[config.mk]
export PLATFORM = sky130hd
export DESIGN_NAME = control_sequencer
export DESIGN_NICKNAME = d
export VERILOG_FILES = /design/src/rtl/ctl_pkg.sv /design/src/rtl/opcode_map.sv /design/src/rtl/control_sequencer.sv
export SDC_FILE = /design/constraint.sdc
export NUM_CORES = 1
export LEC_CHECK = 0
export CAP_MARGIN = 20
export CORE_AREA = 2 2 70 122
export CTS_BUF_LIST = sky130_fd_sc_hd__clkbuf_8
export CTS_CLUSTER_DIAMETER = 120
export CTS_CLUSTER_SIZE = 8
export DETAILED_ROUTE_END_ITERATION = 12
export DIE_AREA = 0 0 72 124
export GPL_TIMING_DRIVEN = 0
export PLACE_DENSITY_LB_ADDON = 0.25
export SKIP_LAST_GASP = 1
export SLEW_MARGIN = 20
export SYNTH_ARGS = -nofsm -noshare
export SYNTH_HDL_FRONTEND = slang
export SYNTH_SLANG_ARGS = --single-unit
[constraint.sdc]
create_clock -name clk -period 2.12 [get_ports clk]
set_input_delay 0.53 -clock clk [delete_from_list [all_inputs] [get_ports clk]]
set_output_delay 0.53 -clock clk [all_outputs]
set_load 0.005 [all_outputs]
[src/rtl/ctl_pkg.sv]
// Shared definitions for the control sequencer: state encodings, opcode
// constants and state classification helpers.
package ctl_pkg;

  // State encoding is visible on the state port, so every value is fixed.
  // Execute states 02..0F equal their opcode, which keeps decode trivial.
  typedef enum logic [7:0] {
    ST_RESET_PC = 8'h00,
    ST_FETCH    = 8'h01,
    ST_AND      = 8'h02,
    ST_ADD      = 8'h03,
    ST_STORE    = 8'h04,
    ST_JNEG     = 8'h05,
    ST_OR       = 8'h06,
    ST_LOAD     = 8'h07,
    ST_JUMP     = 8'h08,
    ST_XOR      = 8'h09,
    ST_OUT      = 8'h0A,
    ST_ADDI     = 8'h0B,
    ST_SUB      = 8'h0C,
    ST_SHL      = 8'h0D,
    ST_SHR      = 8'h0E,
    ST_JPOS     = 8'h0F,
    ST_DECODE   = 8'h10,
    ST_JZERO    = 8'h11,
    ST_TRAP     = 8'h12
  } state_e;

  // Opcodes that do not map straight onto their own execute state.
  localparam int OP_ILLEGAL   = 0;   // reserved, always traps
  localparam int OP_JZERO     = 1;   // would collide with FETCH, relocated to 8'h11
  localparam int OP_LEGAL_LIM = 16;  // wider opcode fields above this are unused

  // Execute states that own the memory port (reads and STORE).
  function automatic logic is_mem_op(state_e s);
    return s inside {ST_AND, ST_ADD, ST_OR, ST_LOAD, ST_XOR, ST_SUB, ST_STORE};
  endfunction

  // Execute states whose memory read data is loaded into the accumulator.
  function automatic logic is_mem_rd(state_e s);
    return s inside {ST_AND, ST_ADD, ST_OR, ST_LOAD, ST_XOR, ST_SUB};
  endfunction

endpackage

[src/rtl/opcode_map.sv]
// Combinational opcode to execute-state mapping with illegal-opcode detection.
module opcode_map
  import ctl_pkg::*;
#(
  parameter int OP_W = 4
) (
  input  logic [OP_W-1:0] opcode_i,
  output state_e          exec_state_o,
  output logic            illegal_o
);

  logic [7:0] op8;

  // Zero-extend the opcode and pick the execute state it selects.
  always_comb begin
    op8          = 8'(opcode_i);
    illegal_o    = 1'b0;
    exec_state_o = ST_TRAP;
    if (op8 == 8'(OP_ILLEGAL) || op8 >= 8'(OP_LEGAL_LIM)) begin
      illegal_o    = 1'b1;
      exec_state_o = ST_TRAP;
    end else if (op8 == 8'(OP_JZERO)) begin
      exec_state_o = ST_JZERO;
    end else begin
      exec_state_o = state_e'(op8);
    end
  end

endmodule

[src/rtl/control_sequencer.sv]
// Fetch/decode/execute sequencer: owns PC, IR and the trap flag, drives the
// memory request port and the accumulator/output write strobes.
module control_sequencer
  import ctl_pkg::*;
#(
  parameter int            IR_W    = 16,
  parameter int            OP_W    = 4,
  parameter int            AW      = 12,
  parameter logic [AW-1:0] RST_VEC = '0
) (
  input  logic            clk,
  input  logic            reset,
  output logic            mem_req,
  output logic            mem_we,
  output logic [AW-1:0]   mem_addr,
  input  logic [IR_W-1:0] mem_rdata,
  input  logic            mem_ack,
  input  logic            acc_neg,
  input  logic            acc_zero,
  output logic            acc_we,
  output logic            out_we,
  output logic [7:0]      state,
  output logic [IR_W-1:0] ir,
  output logic [AW-1:0]   pc,
  output logic            trap
);

  state_e          state_q;
  logic [IR_W-1:0] ir_q;
  logic [AW-1:0]   pc_q;
  logic            trap_q;

  logic [OP_W-1:0] opcode;
  logic [AW-1:0]   operand;
  state_e          dec_state;
  logic            dec_illegal;

  assign opcode  = ir_q[IR_W-1 -: OP_W];
  assign operand = ir_q[AW-1:0];

  opcode_map #(
    .OP_W (OP_W)
  ) u_opcode_map (
    .opcode_i     (opcode),
    .exec_state_o (dec_state),
    .illegal_o    (dec_illegal)
  );

  // Sequencer state, program counter, instruction register and sticky trap.
  always_ff @(posedge clk) begin
    if (reset) begin
      state_q <= ST_RESET_PC;
      pc_q    <= RST_VEC;
      ir_q    <= '0;
      trap_q  <= 1'b0;
    end else begin
      case (state_q)
        ST_RESET_PC: state_q <= ST_FETCH;
        ST_FETCH: begin
          if (mem_ack) begin
            ir_q    <= mem_rdata;
            pc_q    <= pc_q + AW'(1);
            state_q <= ST_DECODE;
          end
        end
        ST_DECODE: state_q <= dec_illegal ? ST_TRAP : dec_state;
        ST_AND, ST_ADD, ST_OR, ST_LOAD, ST_XOR, ST_SUB, ST_STORE: begin
          // Hold the request unchanged until the memory acknowledges it.
          if (mem_ack) state_q <= ST_FETCH;
        end
        ST_JUMP: begin
          pc_q    <= operand;
          state_q <= ST_FETCH;
        end
        ST_JNEG: begin
          if (acc_neg) pc_q <= operand;
          state_q <= ST_FETCH;
        end
        ST_JZERO: begin
          if (acc_zero) pc_q <= operand;
          state_q <= ST_FETCH;
        end
        ST_JPOS: begin
          if (!acc_neg && !acc_zero) pc_q <= operand;
          state_q <= ST_FETCH;
        end
        ST_ADDI, ST_SHL, ST_SHR, ST_OUT: state_q <= ST_FETCH;
        ST_TRAP: trap_q <= 1'b1;
        default: state_q <= ST_TRAP;
      endcase
    end
  end

  // Moore strobes from the current state; read-type execs also qualify on ack.
  always_comb begin
    mem_req  = (state_q == ST_FETCH) || is_mem_op(state_q);
    mem_we   = (state_q == ST_STORE);
    mem_addr = (state_q == ST_FETCH) ? pc_q : operand;
    acc_we   = (is_mem_rd(state_q) && mem_ack) ||
               (state_q inside {ST_ADDI, ST_SHL, ST_SHR});
    out_we   = (state_q == ST_OUT);
  end

  assign state = state_q;
  assign ir    = ir_q;
  assign pc    = pc_q;
  assign trap  = trap_q;

endmodule
**Metal 1**

Bar = 20 um. Cells faint in the background.
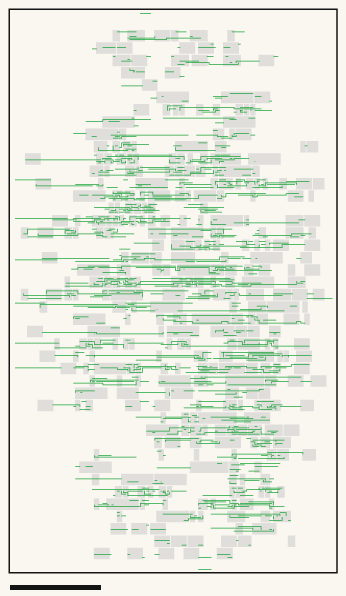
nets with wire on the layer	335
wire length on this layer	2,840 um
main direction	horizontal
share of all routed wire	40%
longest straight run	24.8 um
drt total wl: 7150 um
DR vias: 2,316
M1 GR Usage: 0.182

**M2 wires**

Bar = 20 um. Cells faint in the background.
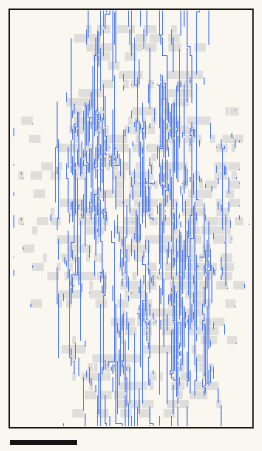
longest straight run	48.3 um
share of all routed wire	54%
wire length on this layer	3,830 um

**Pin placement**

Bar = 20 um. Pins as bars across the die edge, other pins in grey.
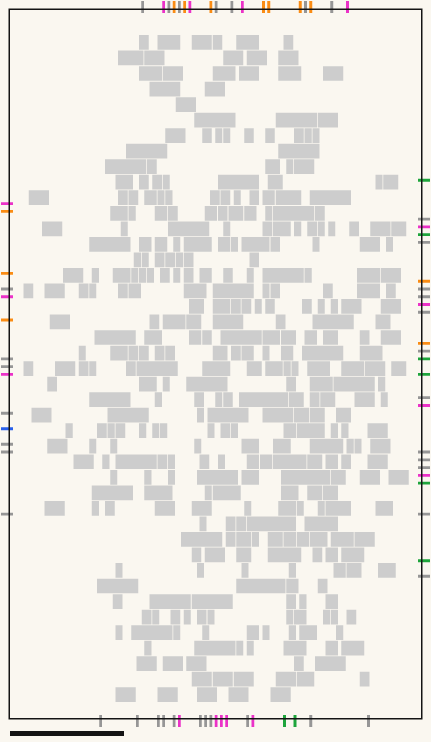
port	colour	pins	direction	edge
reset	blue	1	input	west
pc	orange	12	output	7 north, 3 west, 2 east
ir	magenta	16	output	5 south, 4 east, 4 north, 3 west
state	green	8	output	6 east, 2 south
Die Y-Extent: 124 um
PortBufs: 68
chip width: 72 um

**Routing congestion**

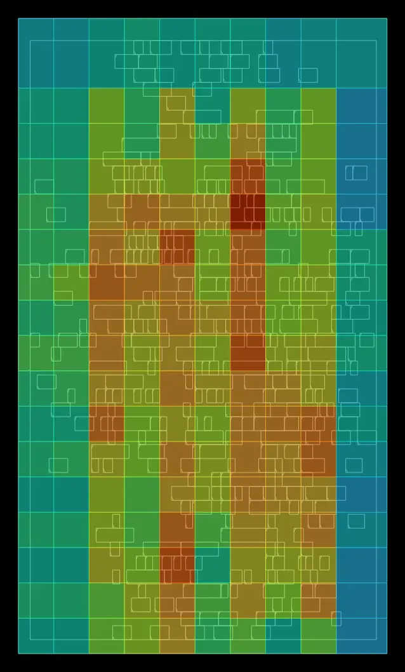
met2 Use GR: 0.288
met3 Usage GRT: 0.0138
Final Util: 0.387
per-cell routed wire length: 15.7 um

==> results_slide.txt <==
Implementation Results

Global routing
  – Initial antenna violation count: 0
  – Total grt overflow: 0
  – Pin count of the biggest net entering global routing: 11
  – GRT Util Overall: 0.157
  – First-pass GRT wire length: ~11,000 um
  – Number of global-route vias before repair: roughly 2,100

CTS
  – CTS tree: done
  – Latency at later pin: 0.28 ns
  – Clock sinks: 34
  – Post-CTS Hold Buffers: 0
  – Clk root buf: clkbuf_8
  – TritonCTS Buffers: 5
  – Clk pin slew, worst setup/hold paths: ~0.06 ns
  – H-tree depth: 2
  – CTS max path bufs: 2

Yosys
  – Async SR Flop Fraction: 0
  – Sequential share of the synthesized area: 0.349
  – Syn Inst Count: about 270
  – Avg Inst Size Synth: slightly above 7 um^2
  – Top_reg_cell synth: dfxtp_1
  – Post-synth cell types: 46
  – #FFs+latches synth: 34
  – Post-synthesis chip area from yosys: ~0.0019 mm^2
  – Post-Syn Area: 0.00195 mm^2
  – YS warnings: 0
  – Number of enable flip-flop cells: 0
  – # Cells Yosys: between 200 and 300

Routing
  – Initial detailed-routing violation count: 127
  – DRC Markers: 0
  – Vias per cell: between 5 and 6
  – Total iterations of the first detailed-routing run: 4
  – Final ANT Viol Nets: 0

Die
  – Rows: 43
  – Fp_density: 0.246
  – Die area: slightly below 0.009 mm^2
  – Core footprint: between 0.007 and 0.008 mm^2
  – IO Pins: around 74

Pwr
  – Peak supply drop: approximately 0.32 mV
  – Pwr per Cell Area: 945 mW/mm^2
  – Cell leakage power: between 1 and 1.5 nW

Cells and area
  – Area Growth Syn to Fin: 57.2%
  – Layout cell share with drive strength beyond 1: 0.208
  – Top cells excl fill/tap: clkdlybuf4s50_1 (52), nand2_1 (50), a21oi_1 (36)
  – Highest-count logic cell in the final layout: clkdlybuf4s50_1
  – Final Cell Area: about 0.0031 mm^2
  – # diodes: 0
  – Logic area: 0.00119 mm^2
  – Fillcell total: between 800 and 900
  – Final #Nets: between 300 and 400
  – Sequential Area: slightly below 700 um^2

Place
  – DP Area: around 0.0027 mm^2
  – GP Congestion: 0.797
  – DPL Wire Length: 5060 um

Hold path
  – Hold path endpoint: trap$_SDFFE_PP0N_
  – Worst Hold Path Cells: 2
  – Hold_sp: trap$_SDFFE_PP0N_
  – Min-delay worst type: reg2reg

Job
  – Max_cap viols: 0
  – Tool warnings: 28

Timing
  – Clock skew: about 0.0055 ns
  – Final Max Tran Viols: 0
  – Final hold vios: 0
  – Tmin final: between 2 and 2.5 ns
  – Final Cycle Share: 1.02
  – WHS: about 0.5 ns
  – Final setup violation count: 3
  – Worst slew pin tran: between 0.5 and 0.6 ns
  – Slew HR: 0.603
  – RSZ-0062 raised after global routing: yes
  – Final setup margin: -0.0428 ns
  – Fmax: ~0.46 GHz

Critical path
  – FF-to-FF Start: state[1]$_SDFFE_PP0P_
  – Crit path max fanout: 6
  – CP Class: reg2out
  – CP endpoint kind: output pin
  – Flop-to-flop setup slack: approximately 0.090 ns
  – CP Data Required Time: ~1.6 ns
  – Worst reg2reg path endpoint: pc[10]$_SDFFE_PP0P_
  – R2R cell count: 9
  – Worst setup SP type: flip-flop
  – Arrival time worst endpoint: roughly 1.6 ns

Run status
  – Status: complete, but fails checks
  – Failing checks: setup timing
Yosys cell counts (all sizes together), types with 2 or more instances:
cell type / number / area share
nand2: 51 / 0.098
nand3: 5 / 0.013
a21oi: 36 / 0.092
o22ai: 2 / 0.0064
dfxtp: 34 / 0.35
a221oi: 2 / 0.0090
inv: 8 / 0.015
nor2: 24 / 0.046
buf: 17 / 0.048
o21ai: 18 / 0.048
or3: 2 / 0.0064
nand4: 3 / 0.0096
clkbuf: 8 / 0.015
mux2: 6 / 0.035
nor3: 10 / 0.028
a22oi: 2 / 0.0077
o32ai: 6 / 0.031
nor4: 7 / 0.022
nor2b: 8 / 0.026
or2: 2 / 0.0064
a311oi: 2 / 0.0090
a31oi: 2 / 0.0064
what timing repair did:
item | 4_1_cts | 5_1_grt
resized | 67 | 37
cloned | 0 | 1
pin swaps | 3 | 5
setup endpoints to repair | 16 | 19
buffers inserted | 11 | 7
worst max path at each step:
stage,cells past startpoint,from,slack (ns),end
6_report,6,state[2]$_SDFFE_PP0P_,-0.04,mem_addr[7]
5_1_grt,6,state[2]$_SDFFE_PP0P_,-0.10,mem_addr[7]
4_1_cts,5,state[3]$_SDFFE_PP0P_,-0.24,mem_addr[6]
3_5_place_dp,6,state[1]$_SDFFE_PP0P_,-0.79,mem_addr[6]
3_3_place_gp,6,state[1]$_SDFFE_PP0P_,-0.77,mem_addr[6]
2_1_floorplan,5,state[1]$_SDFFE_PP0P_,0.19,mem_addr[10]
layer usage:
metal  vias to the layer above  wire length (um)  track usage
met5                         -                 0            0
met4                         0               157       0.0672
met3                         9               333       0.0138
met2                        81              3830        0.288
met1                      1086              2840        0.182
li1                       1140                 -            -
cell families after synthesis:
kind of cell	after synthesis	synth area share
other cells	1	0.00192
flops	34	0.349
mux	6	0.0347
simple gates	119	0.283
compound gates	76	0.238
fa+ha+maj	1	0.00642
buf+inv	33	0.0784
xor+xnor	2	0.00899
critical path, stage by stage (launching register included):
cell	delay, ns
dfxtp_4	0.37
nor3_4	0.22
nand2_4	0.09
buf_12	0.14
buf_6	0.11
mux2_4	0.29
buf_6	0.11
power breakdown:
group	leakage (nW)	internal (mW)	switching, mW
sequential	0.279	0.739	0.117
clock	0.0466	0.217	0.232
combinational	0.804	0.825	0.766
metrics by stage:
stage / setup WS (ns) / power [mW] / TNS (ns) / cells
2_1_floorplan: 0.192 / 1.51 / 0 / 274
3_3_place_gp: -0.768 / 2.05 / -9.70 / 432
3_5_place_dp: -0.791 / 2.06 / -9.64 / 432
4_1_cts: -0.241 / 2.75 / -0.607 / 449
5_1_grt: -0.104 / 3.08 / -0.296 / 455
6_report: -0.0428 / 2.90 / -0.0797 / 455
registers in the layout, summed over array words and instances (netlist names):
signal and count:
ir 16, pc 12, trap 1, state 5
layout make-up:
type,count,area share
multi-input combinational,207,0.390
timing repair buffer,86,0.256
sequential,34,0.227
buffer,23,0.0556
tap,90,0.0368
clock buffer,5,0.0225
inverter,8,0.00980
clock inverter,2,0.00245
Power is estimated from default activity; no workload was simulated.
